Design rf_write_queue_flat, sky130hd; sources not shown.
Figure 1. Placement density heat map (run 1).
12 x 10 tiles, from white (low) to dark blue (high), 0 to 100% covered.
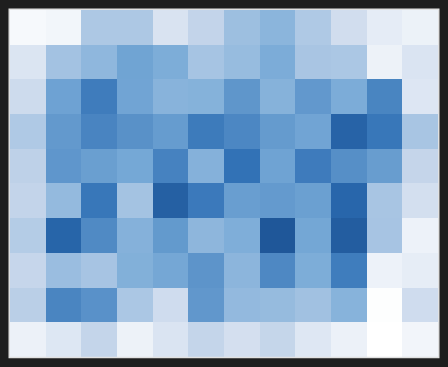
tiles over 75% full: 5.0%
nearly empty tiles: 1.7%
emptiest ninth of the die: bottom right
fullest tile: 84%
densest ninth of the die: middle
mean over tiles: 42%
Initial Util: 0.4173
Core Footprint: 9769 sq um
Final Core Density: 0.5059

Figure 2. M1 wires (run 1).
Supply wires on this layer in gray.
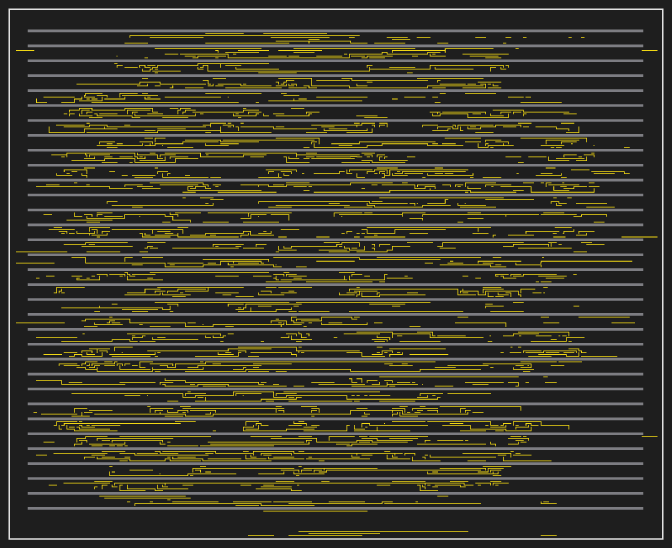
main direction: horizontal
nets with wire on the layer: 600
longest straight run: 63.7 um
wire length on this layer: 5820 um
share of all routed wire: 50%
via count: 3728
met1 Use GR: 0.2859
drt total wl: 11620 um

Figure 3. Placed cells, one color a class (run 1).
Scale bar: 20 um. Fill, decap, tap and diode cells in gray.
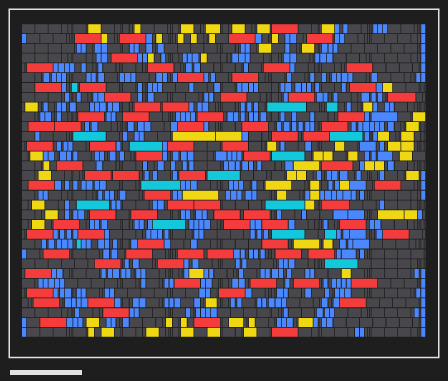
| color | class | cells | share of their area |
|---|---|---|---|
| yellow | remaining buffers and delay cells | 72 | 15% |
| red | registers | 84 | 35% |
| cyan | clock drivers and dummy loads | 16 | 7.2% |
| blue | remaining logic cells | 477 | 43% |
final instance area: 4942 sq um
Seq area share: 0.3415
Rows: 32

==> deck_impl_summary.md, run 1 <==
Flow Results at a Glance

Placement
  • Post-Place Worst Slack: -0.1001 ns
  • GPL Wtd Cong: 0.7485
  • Port bufs: 47

Logic synthesis
  • Register bit total from synthesis: 84
  • Chip area line of the yosys report: 4076 sq um
  • XOR Share, Synth: 0
  • Area leader, netlist: dfxtp_1
  • Largest logic family: simple AND/OR/NAND/NOR gates
  • Async set-reset flop share out of synthesis: 0
  • EDFF count, synth: 0
  • Synth warnings: 0
  • Top cell area share: 0.4125
  • Leading cell types by count after synthesis: nor2_1, o21ai_0, nand2_1
  • Syn Area/Cell: 6.840 sq um
  • Main flop type: dfxtp_1
  • Adder-cell share of the synthesized area: 0.02026
  • Synthesized instance count: 596
  • Register area share after synthesis: 0.4125
  • Mapped cell area: 4076 sq um
  • Synth mux share: 0
  • Cell variety after synth: 22
  • Yosys simple share: 0.2750
  • Yosys Instances: 596
  • Cell area leaders: dfxtp_1, nor2_1, o21ai_0

Worst setup path
  • Critical path fanouts, max: 13
  • Slowest stage delay, CP: 0.41 ns
  • CP delay by family, top: buffers and inverters
  • Worst-path cell chain: inv_4, bufbuf_16, o21ai_0, a21oi_1, dlygate4sd2_1
  • Worst path depth: 5
  • CP bufs+invs: 3
  • Worst Setup End Kind: primary output
  • Worst r2r path cells: 14
  • Critical Path AT: 1.61 ns
  • Worst Path Required: 1.65 ns
  • Slowest-stage cell, CP: dfxtp_4
  • Worst setup SP type: register

Cells and area
  • Logic area: 1956 sq um
  • Ant. Diodes: 0
  • Most numerous logic cell after layout: nor2_1
  • Area Growth Syn to Fin: 21.24%
  • Fill count: 1006
  • Non-filler cells, final: 785
  • Max reg flops: 76
  • Share of layout cells above drive strength 1: 0.1140
  • Number of clock buffers in the layout: 10
  • Invs w/o clock: 23
  • Top cell category: multi-input combinational cells
  • Clock-cell share: 0.06911
  • Plain + repair buffers: 72
  • NumNets Final: 679
  • Flops: 84
  • Multi-input comb cells: 454
  • Data buffer area share: 0.1413
  • Register area: 1688 sq um
  • Top cells excl fill/tap: nor2_1, o21ai_0, nand2_1, dfxtp_1, conb_1

Clock network
  • Hold-fix buffers at CTS: 0
  • Worst-Skew Late Latency: 0.33 ns
  • CTS Buffer Depth: 2
  • TritonCTS buffer count: 9
  • CTS clk-pin slew, worst paths: 0.06 ns
  • Clock sinks: 84
  • Gates resized, CTS repair: 42

Power
  • Seq pwr share: 0.335
  • Clk pwr share: 0.306
  • Peak VDD IR: 0.0004905 V
  • P_comb: 1.86 mW
  • Pint: 3.376 mW
  • NetSw: 1.793 mW
  • Max power group: combinational cells
  • Leakage: 2.280 nW
  • Total power: 5.170 mW
  • Comb power frac: 0.359
  • Clk pwr: 1.58 mW
  • Switching share of total power: 0.3469
  • Pwr/cell area: 1046 nW/um^2
  • Power Sequential: 1.73 mW

Worst hold path
  • Cells on Worst Hold Path: 2
  • Hold crit path type: reg -> reg

Final timing
  • Final max-slew violation count: 0
  • Setup WS post-layout: 0.04028 ns
  • Cycle use final: 0.9832
  • Min cycle time layout: 2.360 ns
  • # setup viols final: 0
  • WHS: 0.3182 ns
  • Setup tns final: 0 ns
  • Final hold vios: 0

Routing
  • Detailed Routing Iterations Pass 1: 4
  • Highest routed metal layer: met4
  • Detailed Route Iter0 Violations: 229
  • Met1 WL: 5818 um
  • WL met3: 612 um
  • Via/cell ratio: 4.749
  • Drt wl/cell: 14.81 um
  • Drc violations: 0

Run
  • Max cap viols: 0

Global route
  • Global-route wire length before repair: 18340 um
  • Most Crowded Layer GR: met2
  • Total track usage: 0.2046
  • GRT Residual Overflow: 0
  • Largest net degree at the start of global routing: 84
  • GRT met3 Usage: 0.03702
  • Via count of the first global-routing pass: 3453

Floorplan
  • Die area: 11450 sq um
  • Die Y: 96.30 um
  • Ports: 88
  • # Taps: 136

Run status
  • Status: complete, no violations
Figure 4. Nets reached from selected ports (run 1).
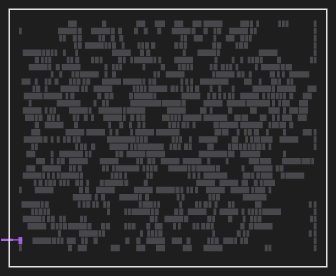

## Run 2: what changed since run 1
- PLACE_DENSITY_LB_ADDON: 0.05 -> 0.15
Figure 5. Nets reached from selected ports (run 2).
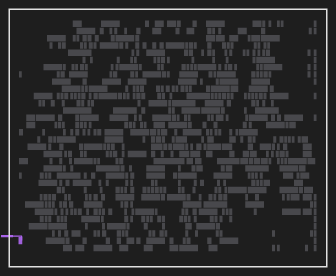
| color | port | direction | end cells | buffers | wire |
|---|---|---|---|---|---|
| purple | io_bus_look1hit | output | 1 | 0 | 5.40 um |
Ports: 88
port bufs: 47

==> run 2 against run 1 <==
Compared with the run above: via count is 3.0% higher; total power is 6.5% lower; fmax increased by 1.2%; largest power group unchanged; highest routed layer unchanged.
==> deck_impl_summary.md, run 2 <==
Flow Results at a Glance

Run status
  • Status: complete, no violations

Worst hold path
  • Hold crit path type: reg -> reg
  • Cells on Worst Hold Path: 2

Routing
  • Met2 wire len: 5167 um
  • Drc violations: 0
  • Drt total wl: 11240 um
  • Drt wl/cell: 14.34 um
  • Detailed Routing Iterations Pass 1: 5
  • Via count: 3838
  • Detailed Route Iter0 Violations: 210
  • Remaining antenna violation count: 0
  • Via/cell ratio: 4.895
  • WL met3: 654 um
  • Met1 WL: 5299 um
  • Highest routed metal layer: met4

Clock network
  • Post-CTS Setup Inserts: 0
  • Clock sinks: 84
  • CTS clk-pin slew, worst paths: 0.05 ns
  • Hold-fix buffers at CTS: 0
  • TritonCTS buffer count: 9
  • Worst-Skew Late Latency: 0.34 ns
  • H-Tree Depth: 3
  • CTS tree: done
  • Gates resized, CTS repair: 33
  • Root buffer cell: clkbuf_16
  • CTS Buffer Depth: 2

Floorplan
  • Die Y: 96.30 um
  • X dimension of the die: 118.9 um
  • Core Footprint: 9769 sq um
  • Initial Util: 0.4173
  • # Taps: 136
  • Rows: 32
  • Die area: 11450 sq um

Logic synthesis
  • Largest logic family: simple AND/OR/NAND/NOR gates
  • Register bit total from synthesis: 84
  • Synth mux share: 0
  • Cell variety after synth: 22
  • Area leader, netlist: dfxtp_1
  • Yosys simple share: 0.2750
  • Yosys Instances: 596
  • EDFF count, synth: 0
  • XOR Share, Synth: 0
  • Async set-reset flop share out of synthesis: 0
  • Yosys top cell by instances: nor2_1
  • Main flop type: dfxtp_1
  • Mapped cell area: 4076 sq um
  • Cell area leaders: dfxtp_1, nor2_1, o21ai_0
  • Synthesized instance count: 596
  • Leading cell types by count after synthesis: nor2_1, o21ai_0, nand2_1
  • Aoi share: 0.1522
  • Chip area line of the yosys report: 4076 sq um
  • Top cell area share: 0.4125
  • Synth warnings: 0
  • Syn Area/Cell: 6.840 sq um
  • Register area share after synthesis: 0.4125
  • Adder-cell share of the synthesized area: 0.02026

Cells and area
  • Top cells excl fill/tap: nor2_1, o21ai_0, nand2_1, dfxtp_1, conb_1
  • Number of clock buffers in the layout: 11
  • Plain + repair buffers: 72
  • Area Growth Syn to Fin: 18.94%
  • Max reg flops: 76
  • Invs w/o clock: 23
  • Clock-cell share: 0.05806
  • Data buffer area share: 0.1363
  • NumNets Final: 679
  • Top cell category: multi-input combinational cells
  • Most numerous logic cell after layout: nor2_1
  • Ant. Diodes: 0
  • Share of layout cells above drive strength 1: 0.1065
  • Non-filler cells, final: 784
  • Flops: 84
  • Fill count: 983
  • Comb area share: 0.4041
  • Register area: 1685 sq um
  • Logic area: 1959 sq um
  • Multi-input comb cells: 454

Power
  • Leakage: 2.258 nW
  • NetSw: 1.744 mW
  • Clk pwr: 1.34 mW
  • Power Sequential: 1.72 mW
  • Seq pwr share: 0.356
  • Comb power frac: 0.366
  • Total power: 4.834 mW
  • Clk pwr share: 0.278
  • P_comb: 1.77 mW
  • Pwr/cell area: 996.9 nW/um^2
  • Pint: 3.089 mW
  • Max power group: combinational cells
  • Peak VDD IR: 0.0004867 V
  • Switching share of total power: 0.3608

Global route
  • GRT met3 Usage: 0.03937
  • Initial antenna violation count: 0
  • Met1 Use GR: 0.2681
  • Total track usage: 0.1965
  • Global-route wire length before repair: 17730 um
  • Met2 GRT Util: 0.3168
  • Via count of the first global-routing pass: 3369
  • GRT Residual Overflow: 0
  • Largest net degree at the start of global routing: 84
  • Most Crowded Layer GR: met2

Final timing
  • Peak Freq: 429.1 MHz
  • WHS: 0.3158 ns
  • Setup WS post-layout: 0.06941 ns
  • Final max-slew violation count: 0
  • RSZ-0062 raised after global routing: yes
  • Final hold vios: 0
  • # setup viols final: 0
  • Min cycle time layout: 2.331 ns
  • Cycle use final: 0.9711
  • Setup tns final: 0 ns

Worst setup path
  • Slowest-stage cell, CP: dfxtp_4
  • Critical path fanouts, max: 13
  • Worst r2r path cells: 14
  • CP bufs+invs: 3
  • Worst-path cell chain: inv_4, bufbuf_16, nand2_1, nand2_1, nand2_1, a21oi_2, clkbuf_2
  • Cell repeated most along the worst path: nand2_1
  • Slowest stage delay, CP: 0.36 ns
  • Worst path depth: 7
  • WS Path Type: reg -> out
  • Worst Path Required: 1.65 ns
  • Slack of the worst reg-to-reg path: 0.32 ns
  • Critical Path AT: 1.58 ns
  • Worst Setup End Kind: primary output
  • Worst setup SP type: register
  • CP delay by family, top: buffers and inverters

Placement
  • Placed Instances: 768
  • Post-Place Worst Slack: -0.1197 ns
  • Hpwl dp: 6969 um
  • GPL Wtd Cong: 0.7991
  • Dpl cell area: 4591 sq um

Run
  • Max cap viols: 0
  • Tool warnings: 37
Figure 6. Placed cells, one color a class (run 2).
Scale bar: 20 um. Fill, decap, tap and diode cells in gray.
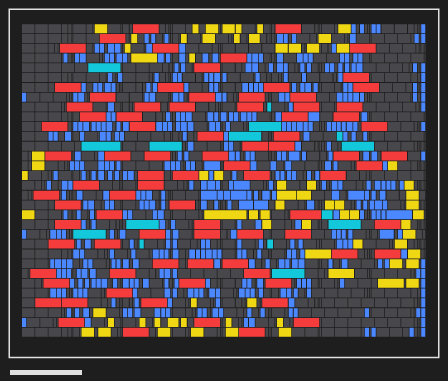
final instance area: 4848 sq um
Final Core Density: 0.4963
Seq area share: 0.3476

Power is estimated from default activity; no workload was simulated.
